Fig. 1: cells by drive strength
Scale bar: 20 um.
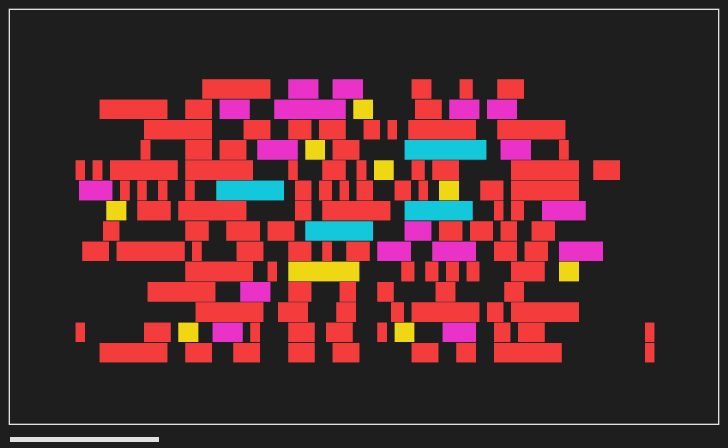
Fig. 2: track usage over the die
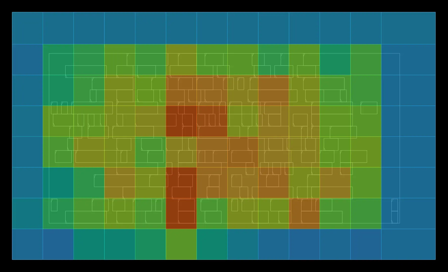
Fig. 3: metal layers overlaid
Two of the layers only.
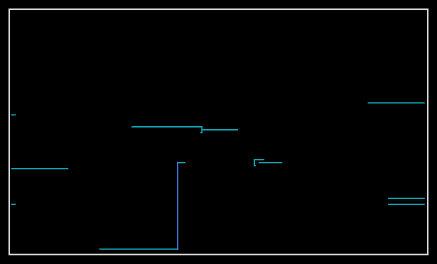
Fig. 4: M1 wires
Scale bar: 20 um. Supply wires on this layer in gray.
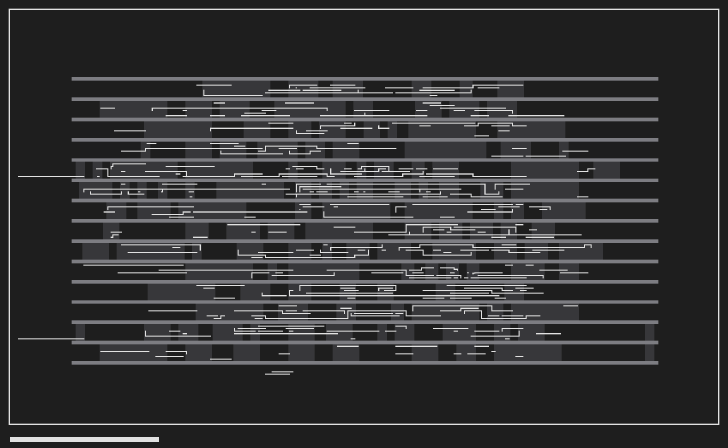
Fig. 5: signal wires on met2
Scale bar: 20 um.
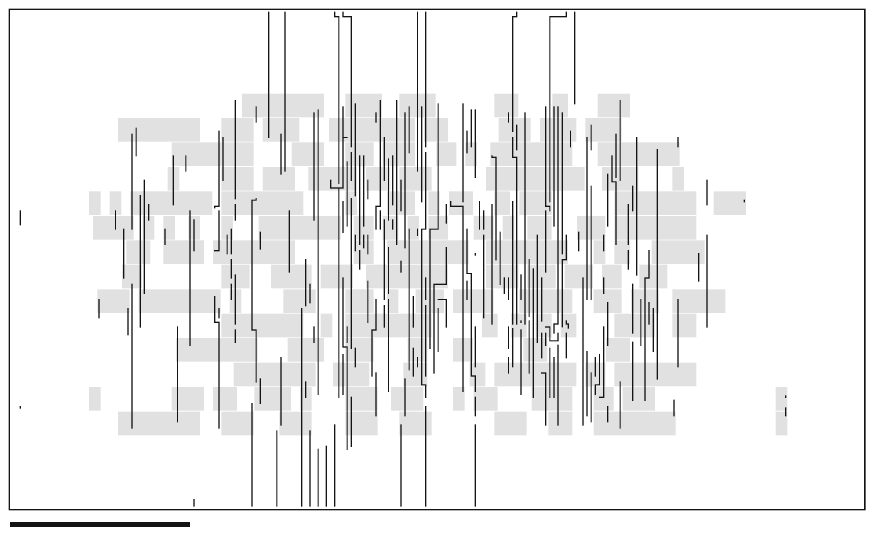
--- config.mk ---
export PLATFORM = sky130hd
export DESIGN_NAME = rom_seq_reader
export DESIGN_NICKNAME = d
export VERILOG_FILES = /design/src/rtl/rom_seq_reader.sv
export SDC_FILE = /design/constraint.sdc
export NUM_CORES = 1
export LEC_CHECK = 0
export CAP_MARGIN = 20
export CELL_PAD_IN_SITES_DETAIL_PLACEMENT = 1
export CELL_PAD_IN_SITES_GLOBAL_PLACEMENT = 1
export CORE_ASPECT_RATIO = 0.5
export CORE_MARGIN = 8
export CORE_UTILIZATION = 37
export CTS_BUF_LIST = sky130_fd_sc_hd__clkbuf_16
export CTS_CLUSTER_DIAMETER = 80
export DETAILED_ROUTE_END_ITERATION = 7
export PLACE_DENSITY_LB_ADDON = 0.3
export SLEW_MARGIN = 30
export SYNTH_ARGS = -nofsm -noshare
export SYNTH_HDL_FRONTEND = slang
export SYNTH_SLANG_ARGS = --single-unit
--- constraint.sdc ---
create_clock -name clk -period 2.1 [get_ports clk]
set_input_delay 0.21 -clock clk [delete_from_list [all_inputs] [get_ports clk]]
set_output_delay 0.21 -clock clk [all_outputs]
set_load 0.05 [all_outputs]
--- src/rtl/rom_seq_reader.sv ---
// Constant-content lookup ROM streamed as bursts over valid/ready.
// Optional parity output enabled by defining ROM_SEQ_PARITY_EN.
module rom_seq_reader #(
    parameter int ADDR_W = 3,
    parameter int DATA_W = 8,
    parameter int OFFSET = 1
) (
    input  logic              clk,
    input  logic              rst_n,
    input  logic              sel,
    input  logic              start,
    input  logic [ADDR_W-1:0] start_addr,
    input  logic [ADDR_W-1:0] len,
    input  logic              loop,
    input  logic              out_ready,
    output logic              out_valid,
    output logic [DATA_W-1:0] data,
    output logic [ADDR_W-1:0] addr_out,
    output logic              last,
`ifdef ROM_SEQ_PARITY_EN
    output logic              parity,
`endif
    output logic              busy
);

    localparam logic [0:0] S_IDLE = 1'b0;
    localparam logic [0:0] S_RUN  = 1'b1;
    localparam logic [ADDR_W-1:0] ONE = {{(ADDR_W-1){1'b0}}, 1'b1};

    function automatic logic [DATA_W-1:0] rom_entry(input logic [ADDR_W-1:0] a);
        return DATA_W'(a) + DATA_W'(OFFSET);
    endfunction

    logic [0:0]        state_q, state_d;
    logic [ADDR_W-1:0] addr_q, addr_d;
    logic [ADDR_W-1:0] cnt_q, cnt_d;
    logic [ADDR_W-1:0] base_q, base_d;
    logic [ADDR_W-1:0] len_q, len_d;
    logic              loop_q, loop_d;
    logic              valid_q, valid_d;
    logic              last_q, last_d;
    logic [DATA_W-1:0] data_q, data_d;

    always_comb begin
        state_d = state_q;
        addr_d  = addr_q;
        cnt_d   = cnt_q;
        base_d  = base_q;
        len_d   = len_q;
        loop_d  = loop_q;
        valid_d = valid_q;
        last_d  = last_q;
        if (!sel) begin
            state_d = S_IDLE;
            addr_d  = '0;
            cnt_d   = '0;
            valid_d = 1'b0;
            last_d  = 1'b0;
        end else if (state_q == S_IDLE) begin
            if (start) begin
                state_d = S_RUN;
                base_d  = start_addr;
                len_d   = len;
                loop_d  = loop;
                addr_d  = start_addr;
                cnt_d   = '0;
                valid_d = 1'b1;
                last_d  = (len == '0);
            end
        end else if (out_ready) begin
            if (cnt_q == len_q) begin
                // loop restarts without a bubble; otherwise the pass ends
                if (loop_q) begin
                    addr_d = base_q;
                    cnt_d  = '0;
                    last_d = (len_q == '0);
                end else begin
                    state_d = S_IDLE;
                    addr_d  = '0;
                    cnt_d   = '0;
                    valid_d = 1'b0;
                    last_d  = 1'b0;
                end
            end else begin
                addr_d = addr_q + ONE;
                cnt_d  = cnt_q + ONE;
                last_d = ((cnt_q + ONE) == len_q);
            end
        end
        data_d = valid_d ? rom_entry(addr_d) : '0;
    end

    always_ff @(posedge clk or negedge rst_n) begin
        if (!rst_n) begin
            state_q <= S_IDLE;
            addr_q  <= '0;
            cnt_q   <= '0;
            base_q  <= '0;
            len_q   <= '0;
            loop_q  <= 1'b0;
            valid_q <= 1'b0;
            last_q  <= 1'b0;
            data_q  <= '0;
        end else begin
            state_q <= state_d;
            addr_q  <= addr_d;
            cnt_q   <= cnt_d;
            base_q  <= base_d;
            len_q   <= len_d;
            loop_q  <= loop_d;
            valid_q <= valid_d;
            last_q  <= last_d;
            data_q  <= data_d;
        end
    end

`ifdef ROM_SEQ_PARITY_EN
    logic parity_q;

    always_ff @(posedge clk or negedge rst_n) begin
        if (!rst_n) begin
            parity_q <= 1'b0;
        end else begin
            parity_q <= ^data_d;
        end
    end

    assign parity = parity_q;
`endif

    assign out_valid = valid_q;
    assign data      = data_q;
    assign addr_out  = addr_q;
    assign last      = last_q;
    assign busy      = (state_q == S_RUN);

endmodule

==> impl_metrics.ini <==
; physical design summary
[placement]
gp_congestion = 0.808
pre_cts_ws_ns = 0.0434
io_buffers = 21
place_hpwl_mm = 2.30
dpl.cell_count = 170

[final_layout]
clock_buffers = 3
fin_nets = 150
fin_util_pct = 51.8
sh_seq_area_pct = 32.3
layout_top_cells = 21 x clkdlybuf4s50_1, 19 x dfrtp_1, 8 x nand2_1, 8 x buf_4
fillers = 324
drive_gt1_share_pct = 22.4
flop_area_um2 = 502
combGateArea_um2 = 603
clock_cell_area_share_pct = 6.77
nonClkBufAreaFrac_pct = 17.4
antennaDiodeCount = 0
final_layout_top_logic_cell = clkdlybuf4s50_1
comb_cells = 75
comb_share_pct = 38.8
flops = 20
dominant_cells = multi-input combinational cells
finalNonFillerCells = 174
inverters = 6

[detailed_routing]
drt_iter0_markers = 57
dr.pass1.iters = 4
drc = 0
viasPerCell = 5.06
ant_nets = 0

[synthesis]
synthFlopType = dfrtp_1
top_area_share_pct = 43.4
ys_warn_count = 0
yosysTopAreaCell = dfrtp_1
avgSynthCellArea_um2 = 11.1
ys_seq_share_pct = 43.4
edf_count = 0
synth_area_mm2 = 0.00115
async_reset_ff_share_pct = 100
post-synth-top-count-cell = dfrtp_1
ys.flops = 20
top_cells_by_area = dfrtp_1 43%, mux2_2 6.8%, xnor2_1 5.3%
synth_cells = 104
yosysChipArea_mm2 = 0.00115
ys_cells = 104
top_cells_by_count = 20 x dfrtp_1, 8 x nand2_1, 7 x mux2_2, 7 x xnor2_1, 6 x inv_1
ys_types = 38

[power]
combPwrFrac_pct = 26.1
switching_share_pct = 29.6
p_switching_uw = 402
power.share.clock_pct = 38.6
power.density_mw_per_mm2 = 876
p_leak_uw = 0.000644
p_seq_share_pct = 35.3
ir_worst_vdd_uv = 364
p_int_uw = 957

[timing]
final-setup-viol-count = 0
finalClockSkew_ns = 0.00247
relSlewSlack_pct = 66.0
finalHoldViolCount = 0
period_minus_slack_ns = 1.95
maxSlewViolCount = 0
fmax_mhz = 512
worstMarginPinSlew_ns = 0.509
final.setup.tns_ns = 0
rsz0062_at_grt = no
whs_ns = 0.296
finalCritPeriodShare_pct = 93.1

[setup_path]
rr_worst_depth = 8
critPathLaunchType = flip-flop
worstReg2RegStart = cnt_q[0]
crit_fanout = 4
crit_arrival_ns = 2.08
critPathKind = flip-flop to flip-flop
worstSetupEndpointType = flip-flop
crit_start = cnt_q[0]
crit_required_ns = 2.23
reg2reg_to = data[2]
worst-r2r-setup-slack_ns = 0.15
worstSetupEndpoint = data[2]

[global_route]
grt_busiest_layer = met2
antenna_found_initial = 0
grt_pass1_vias = 919
grt_pass1_wl_mm = 5.04
grt_overflow_total = 0
grt_max_degree = 21

[run]
warning_count = 26
maxCapViolCount = 0

[floorplan]
die_area_mm2 = 0.00527
num_io_pins = 26
core_area_mm2 = 0.00300
fp_util_pct = 38.5
rows = 14
tap_cells = 40
die-width_um = 95.0
die_y_um = 55.5

[cts]
postCtsHoldBufs = 0
cts_tree = yes
cts_setup_buffers = 0
clock-sinks = 20
cts_buffers = 3
cts_max_level = 1
cts_resized = 0
cts_root_buffer = clkbuf_16
clkTransAtPathRegs_ns = 0.06
clockBufferDepth = 2
clock_latency_ns = 0.25

[hold_path]
min-delay-path-class = input port to async pin

[status]
status = complete, no violations
## Picture notes: Fig. 1
Yellow is drive 3 to 4, cells 9, share 6.7%, most used buf_4. Magenta is drive 2, cells 17, share 13%, most used mux2_2. Cyan is drive 6 and up, cells 4, share 3.0%, most used clkbuf_16. Red is drive 1 or less, cells 104, share 78%, most used clkdlybuf4s50_1.
setup ws final: 0.145 ns
Layout area overhead: 34.6%
Buffers, non-clock: 29
post-route cell area: 0.00155 mm^2

## Picture notes: Fig. 2
M3 GR Usage: 2.69%
M1 GR Usage: 15.7%
routed len/inst: 17.5 um

## Picture notes: Fig. 3
Blue is met4, wire length 19.7 um. Cyan is met3, wire length 96.3 um.
total number of vias: 881
GRT Total Usage: 12.1%
routed wire length: 3.04 mm

## Picture notes: Fig. 4
The longest straight run is 28.1 um. The layer holds 46% of the routed length.

## Picture notes: Fig. 5
The layer holds 50% of the routed length. 137 nets have wire on it.
GR met2 Demand/Resource: 19.8%

-- per-stage QoR --
step                      instance area, um^2  total power (uW)
after CTS                                1550              1370
after global placement                   1450               833
after floorplan                          1170               711
after detailed placement                 1450               837
final                                    1550              1360
after global routing                     1550              1410
-- worst min path at each step --
stage	to	slack, ns	cells past startpoint
after floorplan	addr_out[0]	-0.09	0
after global placement	base_q[2]	0.49	1
after detailed placement	base_q[0]	0.49	1
after CTS	data[0]	0.31	2
after global routing	data[0]	0.33	2
final	data[0]	0.30	2
-- metal layers --
layer / up-vias / wire length [um]
met5: - / 0
met4: 0 / 19
met3: 2 / 96
met2: 15 / 1520
met1: 449 / 1400
li1: 415 / -
-- worst max-delay path: stages, from the launching register on --
cell      delay (ns)
dfrtp_1         0.45
xor2_2          0.23
nor3_2          0.31
nand2b_1        0.16
a31o_1          0.20
inv_1           0.07
ha_1            0.21
xnor2_1         0.15
nor2_1          0.05
-- logic make-up (layout without fill, tap and decap cells) --
group | count (synthesis) | in the layout | synth area share [%]
muxes | 9 | 9 | 8.68
xor gates and xnor gates | 10 | 10 | 9.54
and+or+nand+nor | 31 | 31 | 15.7
AOI/OAI and AO/OA | 18 | 18 | 13.8
buffers and inverters | 12 | 39 | 5.31
adders and majority gates | 3 | 3 | 3.25
other | 1 | 4 | 0.325
DFF | 20 | 20 | 43.4
-- power groups by stage --
stage / registers, uW / clock network (uW) / logic [uW]
6_report: 480 / 525 / 354
5_1_grt: 487 / 547 / 380
4_1_cts: 480 / 532 / 358
3_5_place_dp: 487 / 0 / 351
3_3_place_gp: 487 / 0 / 347
2_1_floorplan: 529 / 0 / 182
-- flip-flops by register name, summed over array words and instances (netlist names) --
name and count:
data 4, addr_out 3, base_q 3, cnt_q 3, len_q 3, busy 1
last 1, loop_q 1, out_valid 1
No activity file was given, so power comes from the tool's default toggle rates.
